`config.mk`:
```
export PLATFORM = sky130hd
export DESIGN_NAME = mcb_traffic_gen_flat
export DESIGN_NICKNAME = d
export VERILOG_FILES = /design/src/rtl/mcb_traffic_gen_if.sv /design/src/rtl/mcb_traffic_gen.sv /design/src/flat_wrapper.sv
export SDC_FILE = /design/constraint.sdc
export NUM_CORES = 1
export LEC_CHECK = 0
export CAP_MARGIN = 15
export CELL_PAD_IN_SITES_DETAIL_PLACEMENT = 1
export CELL_PAD_IN_SITES_GLOBAL_PLACEMENT = 1
export CORE_UTILIZATION = 30
export DETAILED_ROUTE_END_ITERATION = 12
export PLACE_DENSITY = 0.84
export SLEW_MARGIN = 10
export SYNTH_ARGS = -nofsm -noshare
export SYNTH_HDL_FRONTEND = slang
export SYNTH_SLANG_ARGS = --single-unit
export TNS_END_PERCENT = 1
```
`constraint.sdc`:
```
create_clock -name clk -period 4.5 [get_ports clk]
set_clock_uncertainty 0.15 [all_clocks]
set_input_delay 0.9 -clock clk [delete_from_list [all_inputs] [get_ports clk]]
set_output_delay 0.9 -clock clk [all_outputs]
set_load 0.02 [all_outputs]
```
`src/rtl/mcb_traffic_gen_if.sv`:
```
// Purpose: bundles the write and read user-port signals of one Spartan-6 MCB port pair.
// Latency: none (wires only).
// Backpressure: carried by wr_cmd_full/wr_full (write side) and rd_cmd_full/rd_empty (read side).
// Ports (master = traffic generator, slave = MCB wrapper or memory model):
//   write command: wr_cmd_en, wr_cmd_instr, wr_cmd_bl, wr_cmd_byte_addr  <- wr_cmd_full
//   write data   : wr_en, wr_mask, wr_data                              <- wr_full, wr_underrun
//   read command : rd_cmd_en, rd_cmd_instr, rd_cmd_bl, rd_cmd_byte_addr  <- rd_cmd_full
//   read data    : rd_en                                                <- rd_data, rd_empty, rd_overflow
interface mcb_traffic_gen_if #(
  parameter int DATA_WIDTH = 32
);
  logic                      wr_cmd_en;
  logic [2:0]                wr_cmd_instr;
  logic [5:0]                wr_cmd_bl;
  logic [29:0]               wr_cmd_byte_addr;
  logic                      wr_cmd_full;
  logic                      wr_en;
  logic [DATA_WIDTH/8-1:0]   wr_mask;
  logic [DATA_WIDTH-1:0]     wr_data;
  logic                      wr_full;
  logic                      wr_underrun;

  logic                      rd_cmd_en;
  logic [2:0]                rd_cmd_instr;
  logic [5:0]                rd_cmd_bl;
  logic [29:0]               rd_cmd_byte_addr;
  logic                      rd_cmd_full;
  logic                      rd_en;
  logic [DATA_WIDTH-1:0]     rd_data;
  logic                      rd_empty;
  logic                      rd_overflow;

  modport master (
    output wr_cmd_en, wr_cmd_instr, wr_cmd_bl, wr_cmd_byte_addr,
    input  wr_cmd_full,
    output wr_en, wr_mask, wr_data,
    input  wr_full, wr_underrun,
    output rd_cmd_en, rd_cmd_instr, rd_cmd_bl, rd_cmd_byte_addr,
    input  rd_cmd_full,
    output rd_en,
    input  rd_data, rd_empty, rd_overflow
  );

  modport slave (
    input  wr_cmd_en, wr_cmd_instr, wr_cmd_bl, wr_cmd_byte_addr,
    output wr_cmd_full,
    input  wr_en, wr_mask, wr_data,
    output wr_full, wr_underrun,
    input  rd_cmd_en, rd_cmd_instr, rd_cmd_bl, rd_cmd_byte_addr,
    output rd_cmd_full,
    input  rd_en,
    output rd_data, rd_empty, rd_overflow
  );
endinterface

```
`src/rtl/mcb_traffic_gen.sv`:
```
// Purpose: fills a DDR region through an MCB write port, reads it back through a read port and checks every word.
// Latency: per write burst >= BURST_LEN fill cycles + 2 command cycles; done/pass rise 1 cycle after the last read pop.
// Backpressure: wr_en = !wr_full and rd_en = !rd_empty combinationally; command issue waits while *_cmd_full is high.
// Ports:
//   clk, rst       : MCB user clock, synchronous active-high reset
//   calib_done_i   : MCB calibration complete (only looked at after reset)
//   start_i        : one-cycle run request, accepted only while waiting for start
//   busy_o/done_o  : run in progress / sticky run complete
//   pass_o         : done with no mismatches and no port fault
//   err_count_o    : saturating mismatch count; err_addr_o: byte address of first mismatch
//   mcb            : write/read user-port pair (master side)
// Build option: define MCB_TG_LFSR_EN for a 32-bit Galois LFSR data pattern instead of the word-index pattern.
// DATA_WIDTH must be 32/64/128, BURST_LEN 1..64, ADDR_BASE burst aligned, REGION_BURSTS >= 1.
module mcb_traffic_gen #(
  parameter int DATA_WIDTH    = 32,
  parameter int BURST_LEN     = 32,
  parameter int ADDR_BASE     = 0,
  parameter int REGION_BURSTS = 16
) (
  input  logic               clk,
  input  logic               rst,
  input  logic               calib_done_i,
  input  logic               start_i,
  output logic               busy_o,
  output logic               done_o,
  output logic               pass_o,
  output logic [15:0]        err_count_o,
  output logic [29:0]        err_addr_o,
  mcb_traffic_gen_if.master  mcb
);

  localparam logic [2:0] S_WAIT_CALIB = 3'd0;
  localparam logic [2:0] S_WAIT_START = 3'd1;
  localparam logic [2:0] S_WR_FILL    = 3'd2;
  localparam logic [2:0] S_WR_CMD     = 3'd3;
  localparam logic [2:0] S_RD_CMD     = 3'd4;
  localparam logic [2:0] S_RD_DATA    = 3'd5;
  localparam logic [2:0] S_DONE       = 3'd6;

  localparam int          WW         = (BURST_LEN > 1) ? $clog2(BURST_LEN) : 1;
  localparam int          BW         = (REGION_BURSTS > 1) ? $clog2(REGION_BURSTS) : 1;
  localparam logic [31:0] BL32       = 32'(BURST_LEN);
  localparam logic [31:0] BYTES      = 32'(DATA_WIDTH / 8);
  localparam logic [5:0]  CMD_BL     = 6'(BURST_LEN - 1);
  localparam logic [2:0]  INSTR_RD   = 3'b001;

  logic [2:0]            state_q, state_d;
  logic [BW-1:0]         burst_q, burst_d;
  logic [WW-1:0]         word_q, word_d;
  logic                  busy_q, busy_d;
  logic                  done_q, done_d;
  logic                  fault_q, fault_d;
  logic [15:0]           err_count_q, err_count_d;
  logic [29:0]           err_addr_q, err_addr_d;
  logic                  wr_cmd_en_q, wr_cmd_en_d;
  logic [5:0]            wr_cmd_bl_q, wr_cmd_bl_d;
  logic [29:0]           wr_cmd_addr_q, wr_cmd_addr_d;
  logic                  rd_cmd_en_q, rd_cmd_en_d;
  logic [2:0]            rd_cmd_instr_q, rd_cmd_instr_d;
  logic [5:0]            rd_cmd_bl_q, rd_cmd_bl_d;
  logic [29:0]           rd_cmd_addr_q, rd_cmd_addr_d;

  logic                  wr_push;
  logic                  rd_pop;
  logic                  last_word;
  logic                  last_burst;
  logic [31:0]           word_idx;
  logic [29:0]           cur_addr;
  logic [DATA_WIDTH-1:0] exp_word;
  logic                  mismatch;

  assign wr_push    = (state_q == S_WR_FILL) && !mcb.wr_full;
  assign rd_pop     = (state_q == S_RD_DATA) && !mcb.rd_empty;
  assign last_word  = (word_q == WW'(BURST_LEN - 1));
  assign last_burst = (burst_q == BW'(REGION_BURSTS - 1));

  // Region-relative word index; at word 0 it is also the burst's first word,
  // so the same address serves commands and error reporting.
  assign word_idx   = 32'(burst_q) * BL32 + 32'(word_q);
  assign cur_addr   = 30'(ADDR_BASE) + 30'(word_idx * BYTES);

`ifdef MCB_TG_LFSR_EN
  localparam logic [31:0] LFSR_SEED = 32'h0000_0001;
  localparam logic [31:0] LFSR_TAPS = 32'h8020_0003;  // x^32 + x^22 + x^2 + x + 1

  logic [31:0] lfsr_q, lfsr_d;

  // One LFSR serves both passes; it is reseeded when the write pass starts and
  // again when the last write command leaves, so the read pass replays it.
  always_comb begin
    lfsr_d = lfsr_q;
    if ((state_q == S_WAIT_START && start_i) ||
        (state_q == S_WR_CMD && wr_cmd_en_q && last_burst)) begin
      lfsr_d = LFSR_SEED;
    end else if (wr_push || rd_pop) begin
      lfsr_d = lfsr_q[0] ? ((lfsr_q >> 1) ^ LFSR_TAPS) : (lfsr_q >> 1);
    end
  end

  always_ff @(posedge clk) begin
    if (rst) begin
      lfsr_q <= LFSR_SEED;
    end else begin
      lfsr_q <= lfsr_d;
    end
  end

  assign exp_word = {(DATA_WIDTH / 32){lfsr_q}};
`else
  assign exp_word = DATA_WIDTH'(word_idx);
`endif

  assign mismatch = rd_pop && (mcb.rd_data != exp_word);

  always_comb begin
    state_d        = state_q;
    burst_d        = burst_q;
    word_d         = word_q;
    busy_d         = busy_q;
    done_d         = done_q;
    fault_d        = fault_q | mcb.wr_underrun | mcb.rd_overflow;
    err_count_d    = err_count_q;
    err_addr_d     = err_addr_q;
    wr_cmd_en_d    = 1'b0;
    wr_cmd_bl_d    = wr_cmd_bl_q;
    wr_cmd_addr_d  = wr_cmd_addr_q;
    rd_cmd_en_d    = 1'b0;
    rd_cmd_instr_d = rd_cmd_instr_q;
    rd_cmd_bl_d    = rd_cmd_bl_q;
    rd_cmd_addr_d  = rd_cmd_addr_q;

    case (state_q)
      S_WAIT_CALIB: begin
        if (calib_done_i) state_d = S_WAIT_START;
      end

      S_WAIT_START: begin
        if (start_i) begin
          busy_d      = 1'b1;
          done_d      = 1'b0;
          fault_d     = 1'b0;
          err_count_d = '0;
          err_addr_d  = '0;
          burst_d     = '0;
          word_d      = '0;
          state_d     = S_WR_FILL;
        end
      end

      S_WR_FILL: begin
        if (wr_push) begin
          if (last_word) begin
            word_d  = '0;
            state_d = S_WR_CMD;
          end else begin
            word_d = word_q + WW'(1);
          end
        end
      end

      // First cycle with room raises the registered enable; the following
      // cycle (enable high) moves on, so the enable is a single-cycle pulse.
      S_WR_CMD: begin
        if (wr_cmd_en_q) begin
          if (last_burst) begin
            burst_d = '0;
            state_d = S_RD_CMD;
          end else begin
            burst_d = burst_q + BW'(1);
            state_d = S_WR_FILL;
          end
        end else if (!mcb.wr_cmd_full) begin
          wr_cmd_en_d   = 1'b1;
          wr_cmd_bl_d   = CMD_BL;
          wr_cmd_addr_d = cur_addr;
        end
      end

      S_RD_CMD: begin
        if (rd_cmd_en_q) begin
          state_d = S_RD_DATA;
        end else if (!mcb.rd_cmd_full) begin
          rd_cmd_en_d    = 1'b1;
          rd_cmd_instr_d = INSTR_RD;
          rd_cmd_bl_d    = CMD_BL;
          rd_cmd_addr_d  = cur_addr;
        end
      end

      S_RD_DATA: begin
        if (rd_pop) begin
          if (mismatch) begin
            if (err_count_q != 16'hFFFF) err_count_d = err_count_q + 16'd1;
            if (err_count_q == 16'd0)    err_addr_d  = cur_addr;
          end
          if (last_word) begin
            word_d = '0;
            if (last_burst) begin
              busy_d  = 1'b0;
              done_d  = 1'b1;
              state_d = S_DONE;
            end else begin
              burst_d = burst_q + BW'(1);
              state_d = S_RD_CMD;
            end
          end else begin
            word_d = word_q + WW'(1);
          end
        end
      end

      S_DONE: begin
        state_d = S_WAIT_START;
      end

      default: begin
        state_d = S_WAIT_CALIB;
      end
    endcase
  end

  always_ff @(posedge clk) begin
    if (rst) begin
      state_q        <= S_WAIT_CALIB;
      burst_q        <= '0;
      word_q         <= '0;
      busy_q         <= 1'b0;
      done_q         <= 1'b0;
      fault_q        <= 1'b0;
      err_count_q    <= '0;
      err_addr_q     <= '0;
      wr_cmd_en_q    <= 1'b0;
      wr_cmd_bl_q    <= '0;
      wr_cmd_addr_q  <= '0;
      rd_cmd_en_q    <= 1'b0;
      rd_cmd_instr_q <= '0;
      rd_cmd_bl_q    <= '0;
      rd_cmd_addr_q  <= '0;
    end else begin
      state_q        <= state_d;
      burst_q        <= burst_d;
      word_q         <= word_d;
      busy_q         <= busy_d;
      done_q         <= done_d;
      fault_q        <= fault_d;
      err_count_q    <= err_count_d;
      err_addr_q     <= err_addr_d;
      wr_cmd_en_q    <= wr_cmd_en_d;
      wr_cmd_bl_q    <= wr_cmd_bl_d;
      wr_cmd_addr_q  <= wr_cmd_addr_d;
      rd_cmd_en_q    <= rd_cmd_en_d;
      rd_cmd_instr_q <= rd_cmd_instr_d;
      rd_cmd_bl_q    <= rd_cmd_bl_d;
      rd_cmd_addr_q  <= rd_cmd_addr_d;
    end
  end

  assign busy_o      = busy_q;
  assign done_o      = done_q;
  // Combinational from registered state: an error on the final pop is already
  // in err_count_q on the cycle done_q first reads high.
  assign pass_o      = done_q && (err_count_q == 16'd0) && !fault_q;
  assign err_count_o = err_count_q;
  assign err_addr_o  = err_addr_q;

  assign mcb.wr_cmd_en        = wr_cmd_en_q;
  assign mcb.wr_cmd_instr     = 3'b000;
  assign mcb.wr_cmd_bl        = wr_cmd_bl_q;
  assign mcb.wr_cmd_byte_addr = wr_cmd_addr_q;
  assign mcb.wr_en            = wr_push;
  assign mcb.wr_mask          = '0;
  assign mcb.wr_data          = (state_q == S_WR_FILL) ? exp_word : '0;

  assign mcb.rd_cmd_en        = rd_cmd_en_q;
  assign mcb.rd_cmd_instr     = rd_cmd_instr_q;
  assign mcb.rd_cmd_bl        = rd_cmd_bl_q;
  assign mcb.rd_cmd_byte_addr = rd_cmd_addr_q;
  assign mcb.rd_en            = rd_pop;

endmodule

```
`src/flat_wrapper.sv`:
```
// flat-port wrapper written by rule: the top's interface ports become plain ports
module mcb_traffic_gen_flat 
#(
  parameter int DATA_WIDTH    = 32,
  parameter int BURST_LEN     = 32,
  parameter int ADDR_BASE     = 0,
  parameter int REGION_BURSTS = 16
)
  (clk, rst, calib_done_i, start_i, busy_o, done_o, pass_o, err_count_o, err_addr_o, mcb_wr_cmd_en, mcb_wr_cmd_instr, mcb_wr_cmd_bl, mcb_wr_cmd_byte_addr, mcb_wr_cmd_full, mcb_wr_en, mcb_wr_mask, mcb_wr_data, mcb_wr_full, mcb_wr_underrun, mcb_rd_cmd_en, mcb_rd_cmd_instr, mcb_rd_cmd_bl, mcb_rd_cmd_byte_addr, mcb_rd_cmd_full, mcb_rd_en, mcb_rd_data, mcb_rd_empty, mcb_rd_overflow);
  mcb_traffic_gen_if #(.DATA_WIDTH(DATA_WIDTH)) mcb_i ();
  input  logic clk;
  input  logic rst;
  input  logic calib_done_i;
  input  logic start_i;
  output logic busy_o;
  output logic done_o;
  output logic pass_o;
  output logic [15:0] err_count_o;
  output logic [29:0] err_addr_o;
  output wire logic [$bits(mcb_i.wr_cmd_en)-1:0] mcb_wr_cmd_en;
  output wire logic [$bits(mcb_i.wr_cmd_instr)-1:0] mcb_wr_cmd_instr;
  output wire logic [$bits(mcb_i.wr_cmd_bl)-1:0] mcb_wr_cmd_bl;
  output wire logic [$bits(mcb_i.wr_cmd_byte_addr)-1:0] mcb_wr_cmd_byte_addr;
  input wire logic [$bits(mcb_i.wr_cmd_full)-1:0] mcb_wr_cmd_full;
  output wire logic [$bits(mcb_i.wr_en)-1:0] mcb_wr_en;
  output wire logic [$bits(mcb_i.wr_mask)-1:0] mcb_wr_mask;
  output wire logic [$bits(mcb_i.wr_data)-1:0] mcb_wr_data;
  input wire logic [$bits(mcb_i.wr_full)-1:0] mcb_wr_full;
  input wire logic [$bits(mcb_i.wr_underrun)-1:0] mcb_wr_underrun;
  output wire logic [$bits(mcb_i.rd_cmd_en)-1:0] mcb_rd_cmd_en;
  output wire logic [$bits(mcb_i.rd_cmd_instr)-1:0] mcb_rd_cmd_instr;
  output wire logic [$bits(mcb_i.rd_cmd_bl)-1:0] mcb_rd_cmd_bl;
  output wire logic [$bits(mcb_i.rd_cmd_byte_addr)-1:0] mcb_rd_cmd_byte_addr;
  input wire logic [$bits(mcb_i.rd_cmd_full)-1:0] mcb_rd_cmd_full;
  output wire logic [$bits(mcb_i.rd_en)-1:0] mcb_rd_en;
  input wire logic [$bits(mcb_i.rd_data)-1:0] mcb_rd_data;
  input wire logic [$bits(mcb_i.rd_empty)-1:0] mcb_rd_empty;
  input wire logic [$bits(mcb_i.rd_overflow)-1:0] mcb_rd_overflow;
  assign mcb_wr_cmd_en = mcb_i.wr_cmd_en;
  assign mcb_wr_cmd_instr = mcb_i.wr_cmd_instr;
  assign mcb_wr_cmd_bl = mcb_i.wr_cmd_bl;
  assign mcb_wr_cmd_byte_addr = mcb_i.wr_cmd_byte_addr;
  assign mcb_i.wr_cmd_full = mcb_wr_cmd_full;
  assign mcb_wr_en = mcb_i.wr_en;
  assign mcb_wr_mask = mcb_i.wr_mask;
  assign mcb_wr_data = mcb_i.wr_data;
  assign mcb_i.wr_full = mcb_wr_full;
  assign mcb_i.wr_underrun = mcb_wr_underrun;
  assign mcb_rd_cmd_en = mcb_i.rd_cmd_en;
  assign mcb_rd_cmd_instr = mcb_i.rd_cmd_instr;
  assign mcb_rd_cmd_bl = mcb_i.rd_cmd_bl;
  assign mcb_rd_cmd_byte_addr = mcb_i.rd_cmd_byte_addr;
  assign mcb_i.rd_cmd_full = mcb_rd_cmd_full;
  assign mcb_rd_en = mcb_i.rd_en;
  assign mcb_i.rd_data = mcb_rd_data;
  assign mcb_i.rd_empty = mcb_rd_empty;
  assign mcb_i.rd_overflow = mcb_rd_overflow;
  mcb_traffic_gen #(.DATA_WIDTH(DATA_WIDTH), .BURST_LEN(BURST_LEN), .ADDR_BASE(ADDR_BASE), .REGION_BURSTS(REGION_BURSTS)) u_core (.clk(clk), .rst(rst), .calib_done_i(calib_done_i), .start_i(start_i), .busy_o(busy_o), .done_o(done_o), .pass_o(pass_o), .err_count_o(err_count_o), .err_addr_o(err_addr_o), .mcb(mcb_i));
endmodule
```
flops_by_reg.png
Scale bar: 20 microns. Other sequential cells in the stronger grey, the rest of the logic in the fainter grey.
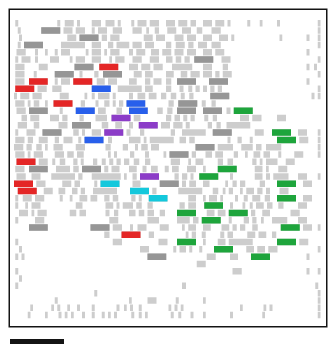
| colour | netlist name | flops |
|---|---|---|
| red | u_core.mcb.rd_cmd_byte_addr | 9 |
| purple | u_core.burst_q | 4 |
| cyan | u_core.state_q | 3 |
| blue | u_core.word_q | 5 |
| green | u_core.err_count_o | 16 |
not coloured: 25

congestion.png
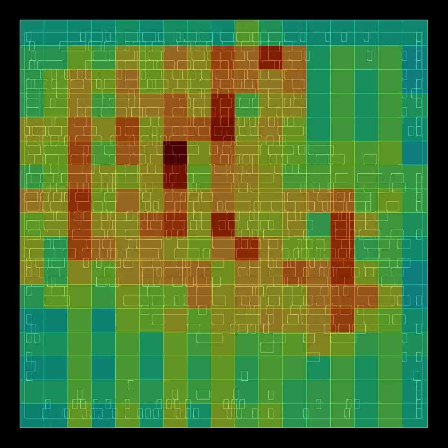
GRT Max-Usage Layer: met2
Routed WL per cell: 15.8 microns
routing usage on met1: 19.7%
met2 usage: 29.4%

logic_types.png
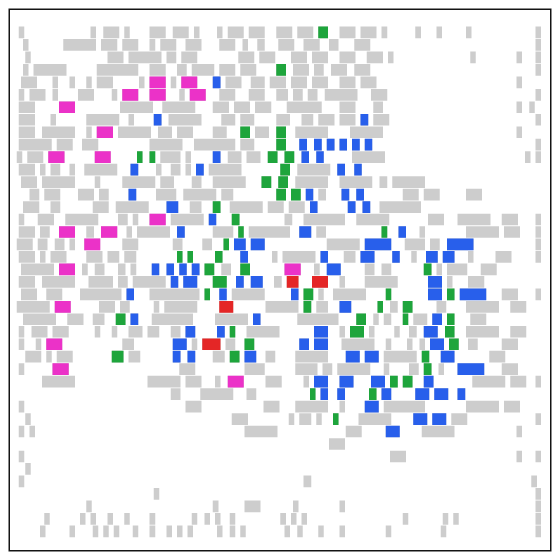
| colour | family | cells |
|---|---|---|
| blue | aoi and oai cells | 86 |
| magenta | mux cells | 19 |
| red | non-inverting ao/oa cells | 4 |
| green | nand cells | 51 |

wires.png
Two of the layers only.
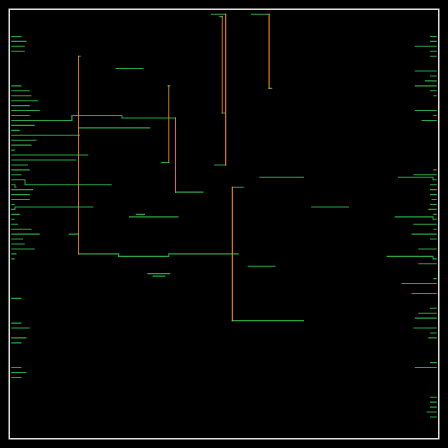
| colour | layer | wire length |
|---|---|---|
| green | metal 3 | 665 microns |
| orange | metal 4 | 221 microns |

==> impl_metrics.py <==
# Flow results
metrics = {
    "run_status": {
        "outcome": "finished clean",
    },
    "worst_setup_path": {
        "critical_path_class": "in -> out",
        "reg2reg_depth": 7,
        "slowest_delay_ns": 0.71,
        "crit_family": "buffers and inverters",
        "slowest_stage": "clkdlybuf4s50_1",
    },
    "logic_synthesis": {
        "ys_sh_simple_pct": 20.7,
        "ys.flops": 62,
        "synthTopLogicFamily": "buffers and inverters",
        "yosysTopAreaCell": "dfxtp_1",
        "synth_seq_share_pct": 30.9,
        "yosysWarnings": 0,
        "ys_cells": 488,
        "synth-main-ff-cell": "dfxtp_1",
        "async_flop_share_pct": 0,
        "synth_area_sq_um": 4020,
    },
    "final_timing": {
        "finalSetupViolations": 0,
        "setup_tns_ns": 0,
        "hold_viol": 0,
        "holdWs_ns": 0.329,
        "maxSlewHeadroom_pct": 27.8,
    },
    "power_and_ir_drop": {
        "power_density_nw_per_um2": 283,
        "power.group.top": "the clock network",
    },
    "cells_and_area": {
        "comb_area_share_pct": 42.3,
        "ff_count": 62,
        "logic_area_sq_um": 2170,
        "n_all_inverters": 11,
        "nMultiInputCombCells": 371,
        "largest_class": "multi-input combinational cells",
        "fillCellCount": 1545,
    },
    "floorplanning": {
        "die_h_microns": 118,
        "die_w_microns": 118,
    },
    "min_path": {
        "holdCritPathClass": "reg -> reg",
        "min_from": "u_core.err_addr_o[2]",
        "holdPathStages": 2,
        "worst_hold_path.endpoint": "u_core.err_addr_o[2]",
    },
    "place": {
        "gp_congestion": 0.820,
        "hpwl_microns": 8780,
        "post-place-cells": 733,
    },
    "clock_network": {
        "ctsResizeCount": 0,
        "holdBufCountCts": 0,
        "root_buffer": "clkbuf_16",
        "htree_levels": 3,
    },
    "job": {
        "warnings": 27,
    },
}
